**src/rtl/gen_sched_pkg.sv**
```systemverilog
// gen_sched_pkg: shared state encoding and index-width helper for the generator scheduler.
package gen_sched_pkg;

    typedef enum logic [1:0] {IDLE, START, RUN, ABORT} state_t;

    function automatic int idx_w(input int n);
        return (n <= 2) ? 1 : $clog2(n);
    endfunction

endpackage

```
**src/rtl/rr_pick.sv**
```systemverilog
// rr_pick: combinational round-robin picker, first set request at or after ptr (cyclic).
module rr_pick
    import gen_sched_pkg::*;
#(
    parameter int N  = 4,
    parameter int IW = idx_w(N)
) (
    input  logic [N-1:0]  req,
    input  logic [IW-1:0] ptr,
    output logic [N-1:0]  grant,
    output logic [IW-1:0] idx,
    output logic          any
);

    // Scan from farthest to nearest so the nearest set bit is the last write.
    always_comb begin
        grant = '0;
        idx   = '0;
        for (int k = N - 1; k >= 0; k--) begin
            if (req[(int'(ptr) + k) % N]) begin
                grant = '0;
                grant[(int'(ptr) + k) % N] = 1'b1;
                idx = IW'((int'(ptr) + k) % N);
            end
        end
    end

    assign any = |req;

endmodule

```
**src/rtl/gen_scheduler.sv**
```systemverilog
// gen_scheduler: shares one generator core among NUM_REQ requesters, round-robin,
// routing each job's output stream back to its owner and aborting hung jobs.
module gen_scheduler
    import gen_sched_pkg::*;
#(
    parameter int NUM_REQ = 4,
    parameter int DATA_W  = 32,
    parameter int TIMEOUT = 1024
) (
    input  logic                      __clock,
    input  logic                      __reset_n,
    input  logic [NUM_REQ-1:0]        req_valid,
    input  logic [NUM_REQ*DATA_W-1:0] req_n,
    output logic [NUM_REQ-1:0]        req_grant,
    output logic [NUM_REQ-1:0]        out_valid,
    input  logic [NUM_REQ-1:0]        out_ready,
    output logic [DATA_W-1:0]         out_data,
    output logic [NUM_REQ-1:0]        out_done,
    output logic [NUM_REQ-1:0]        out_err,
    output logic                      gen_reset,
    output logic                      gen_start,
    output logic [DATA_W-1:0]         gen_n,
    output logic                      gen_ready,
    input  logic                      gen_valid,
    input  logic                      gen_done,
    input  logic [DATA_W-1:0]         gen_data
);

    localparam int IW = idx_w(NUM_REQ);
    localparam int TW = idx_w(TIMEOUT + 1);

    state_t               state, state_d;
    logic [IW-1:0]        rr_ptr, owner, pick_idx;
    logic [NUM_REQ-1:0]   pick_oh, grant_q;
    logic                 pick_any, gen_rst_q, beat, stall, wd_fire;
    logic [TW-1:0]        timer;

    rr_pick #(.N(NUM_REQ), .IW(IW)) u_pick (
        .req   (req_valid),
        .ptr   (rr_ptr),
        .grant (pick_oh),
        .idx   (pick_idx),
        .any   (pick_any)
    );

    always_comb begin
        state_d   = state;
        out_valid = '0;
        out_done  = '0;
        out_err   = '0;
        out_data  = '0;
        gen_ready = 1'b0;
        beat      = 1'b0;
        stall     = 1'b0;
        wd_fire   = 1'b0;
        case (state)
            IDLE:  state_d = (!gen_rst_q && pick_any) ? START : IDLE;
            START: state_d = RUN;
            RUN: begin
                out_valid[owner] = gen_valid;
                out_data         = gen_data;
                gen_ready        = out_ready[owner];
                beat             = gen_valid & out_ready[owner];
                // A stalled beat is the requester's doing, not a core hang.
                stall            = gen_valid & ~out_ready[owner];
                wd_fire          = (TIMEOUT != 0) && !gen_done && !beat && !stall
                                   && (timer == TW'(TIMEOUT - 1));
                out_done[owner]  = gen_done;
                state_d          = gen_done ? IDLE : (wd_fire ? ABORT : RUN);
            end
            default: begin
                out_err[owner]  = 1'b1;
                out_done[owner] = 1'b1;
                state_d         = IDLE;
            end
        endcase
    end

    assign gen_start = (state == START);
    assign gen_reset = gen_rst_q | (state == ABORT);
    assign req_grant = grant_q;

    always_ff @(posedge __clock or negedge __reset_n) begin
        if (!__reset_n) begin
            state     <= IDLE;
            rr_ptr    <= '0;
            owner     <= '0;
            gen_n     <= '0;
            grant_q   <= '0;
            timer     <= '0;
            gen_rst_q <= 1'b1;
        end else begin
            state     <= state_d;
            gen_rst_q <= 1'b0;
            grant_q   <= '0;
            if (state == IDLE && state_d == START) begin
                grant_q <= pick_oh;
                owner   <= pick_idx;
                gen_n   <= req_n[pick_idx * DATA_W +: DATA_W];
                rr_ptr  <= IW'((int'(pick_idx) + 1) % NUM_REQ);
            end
            if (state != RUN || gen_done || beat)
                timer <= '0;
            else if (!stall && timer != '1)
                timer <= timer + 1'b1;
        end
    end

endmodule
```
**config.mk**
```make
export PLATFORM = sky130hd
export DESIGN_NAME = gen_scheduler
export DESIGN_NICKNAME = d
export VERILOG_FILES = /design/src/rtl/gen_sched_pkg.sv /design/src/rtl/rr_pick.sv /design/src/rtl/gen_scheduler.sv
export SDC_FILE = /design/constraint.sdc
export NUM_CORES = 1
export LEC_CHECK = 0
export CAP_MARGIN = 25
export CORE_MARGIN = 2
export CORE_UTILIZATION = 36
export CTS_CLUSTER_SIZE = 8
export DETAILED_ROUTE_END_ITERATION = 12
export PLACE_DENSITY = 0.77
export SLEW_MARGIN = 10
export SYNTH_ARGS = -nofsm -noshare
export SYNTH_HDL_FRONTEND = slang
export SYNTH_SLANG_ARGS = --single-unit
```
**constraint.sdc**
```tcl
create_clock -name __clock -period 3.44 [get_ports __clock]
set_input_delay 0.688 -clock __clock [delete_from_list [all_inputs] [get_ports __clock]]
set_output_delay 0.688 -clock __clock [all_outputs]
set_load 0.01 [all_outputs]
```
**Wiring heat map**

The die is cut into 24 by 24 equal tiles; black is low, pale yellow is high, scaled to the fullest tile. Values are wire area over tile area, all layers added.
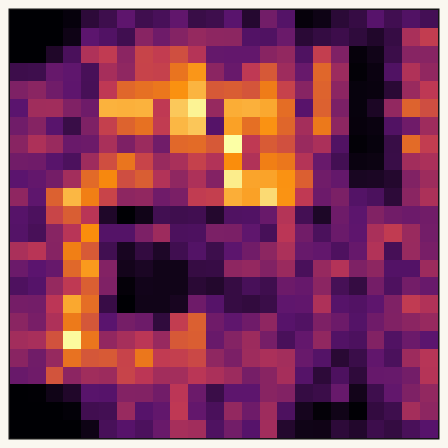
tiles over half the peak: 21%
emptiest ninth of the die: lower right
mean over tiles: 0.21

==> results.cfg <==
; generated from flow reports
[grt]
grt_pass1_vias = 5464
grt_use_total = 0.2447
grt_remaining_overflow = 0
grt_max_degree = 44
grt_pass1_wl_um = 28430
antenna_found_initial = 0

[worst_setup_path]
r2r-end = gen_n[28]
r2r_cells = 9
start_kind = flop
crit_type = reg -> reg
reg2reg_from = rr_ptr[0]
crit_arrival_ps = 3290
crit_path_max_fanout = 16
crit_path_end_kind = flop
rrSetupSlack_ps = 310

[floorplanning]
core_sq_um = 13190
rows = 42
die_x_um = 120.1
initCoreUtil = 0.3676
die-area_sq_um = 14410
die_h_um = 120.1
io-pin-count = 255

[flow_run]
cap_violations = 0

[cts]
ctsResizeCount = 0
cts.clk_slew.worst_paths_ps = 80
cts-root-buf = clkbuf_16
postCtsSetupBuffers = 0
cts_max_level = 2
cts_tree = yes
clk_latency_ps = 310
cts.sinks = 54
cts_buffers = 5

[placement]
gp_congestion = 0.8869

[synth]
async_flop_share = 1.000
floorplan.nets = 791
ys_area_sq_um = 4848
ys.flops = 54
ys_sh_xor = 0.01806
ys.flop_type = dfrtp_1
yosysWarnings = 0
logic_family = simple AND/OR/NAND/NOR gates
ys_sh_aoi = 0.2485
yosys_cells = 610
ys_seq_frac = 0.2790
synth_cell_type_count = 53
edf_count = 0
mux_share = 0.1045
synthSimpleGateAreaFrac = 0.2498
synth_area_sq_um = 4848

[final_timing]
tns_ps = 0
fin_crit_sh = 0.9101
finalClockSkew_ps = 4.971
setup_viol = 0
period_needed_ps = 3131
worst_pin_slew_ps = 659.7
final-max-slew-violation-count = 0
holdWs_ps = 400.4
max_freq_mhz = 319.4
rsz0062_at_grt = false
relSlewSlack = 0.5602

[layout]
nFillCells = 1174
utilization = 0.5884
diodes = 0
final_cell_mix = 253 x clkdlybuf4s50_1, 61 x nor2_1, 53 x nand3_1
final_layout_size_suffix_gt1_frac = 0.06651
nets = 1022
final_common_cell = clkdlybuf4s50_1
area_growth_pct = 60.08

[hold_path]
hp-class = in -> async

[route]
vias = 5645
viasPerCell = 5.545
wl_per_cell_um = 17.62
dr.pass1.iters = 5
drcViolationCount = 0

[status]
run_status = complete, no violations

[pwr]
ir_drop_mv = 0.4711
powerDensity_nw_per_um2 = 768.1
**Sequential cells grouped by signal name**

Other sequential cells in the stronger gray, the rest of the logic in the fainter gray.
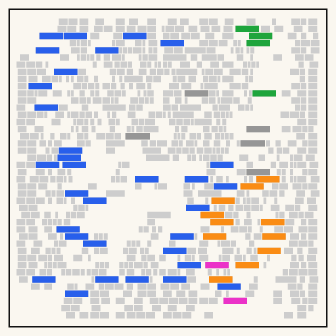
| color | signal | flops |
|---|---|---|
| green | req_grant | 4 |
| orange | timer | 11 |
| magenta | owner | 2 |
| blue | gen_n | 32 |

==> critical path, stage by stage (launching register included) <==
cell and delay (ps):
dfrtp_2 510, inv_2 60, ha_1 440, mux4_2 670, nand2b_1 240, buf_4 230
nand3_1 100, a21oi_1 60, a2111oi_0 560, a211oi_1 110
==> synthesized netlist by cell type (all sizes together), types with 2 or more instances <==
cell type,count,area share
xnor2,2,0.0036
dfrtp,53,0.27
nor4,16,0.021
o311ai,17,0.031
mux4,4,0.019
mux2i,37,0.079
a211o,2,0.0036
a22oi,4,0.0062
a21oi,38,0.040
xor2,8,0.014
buf,13,0.027
a211oi,33,0.051
mux2,3,0.0070
a2111oi,15,0.027
nand3,53,0.055
inv,19,0.015
and3,3,0.0039
nand2b,6,0.0077
and2,49,0.063
o211ai,16,0.025
nor2b,5,0.0065
nor3,4,0.0041
o31ai,16,0.025
ha,9,0.023
nand2,37,0.030
o21ai,25,0.027
and4,2,0.0036
clkbuf,44,0.034
nor2,62,0.048
nand4,2,0.0026
==> worst max-delay path by stage <==
stage / start / endpoint / cells after the start
final: rr_ptr[0] / gen_n[28] / 9
after detailed placement: req_valid[2] / gen_n[28] / 8
after CTS: rr_ptr[0] / gen_n[28] / 9
after global placement: req_valid[2] / gen_n[28] / 8
after floorplan: rr_ptr[0] / gen_n[18] / 14
after global routing: rr_ptr[0] / gen_n[28] / 9
==> logic make-up after synthesis <==
group / count (synthesis)
simple gates: 242
compound gates: 174
buf+inv: 76
flops: 54
mux: 44
xor+xnor: 10
fa+ha+maj: 9
other cells: 1
==> metrics by stage <==
step           cells  cell area (sq um)  worst slack, ps  total power, uW
2_1_floorplan    610               4848            41.12             3792
3_3_place_gp    1010               7607            191.0             5351
3_5_place_dp    1010               7607            126.6             5402
4_1_cts         1018               7761            355.7             5975
5_1_grt         1018               7761            172.6             6398
6_report        1018               7761            309.3             5961
==> sequential cells by signal, summed over array words and instances, names as in the netlist <==
name and cells:
gen_n 32, timer 11, req_grant 4, owner 2, rr_ptr 2, state 2, gen_rst_q 1
==> power breakdown <==
part	total, uW	switching [uW]	leakage, uW	internal [uW]
logic	4340	2380	0.00226	1960
registers	1070	188	0.000642	878
clock network	553	274	0.0000759	279
==> routing by layer <==
metal | track usage | up-vias | share of wire
li1 | - | 2706 | -
met1 | 0.2954 | 2622 | 0.39
met2 | 0.4290 | 288 | 0.50
met3 | 0.05466 | 29 | 0.087
met4 | 0.08088 | 0 | 0.023
met5 | 0 | - | 0
==> final cells by class <==
class                           count  area [sq um]  share of cell area
Timing Repair Buffer              281          2790              0.3595
Clock inverter                      3         28.78            0.003708
Sequential cell                    54          1354              0.1744
Inverter                           19         71.32            0.009189
Tap cell                          176         220.2             0.02837
Multi-Input combinational cell    480          3172              0.4087
Clock buffer                        5         125.1             0.01612
Power is estimated from default activity; no workload was simulated.
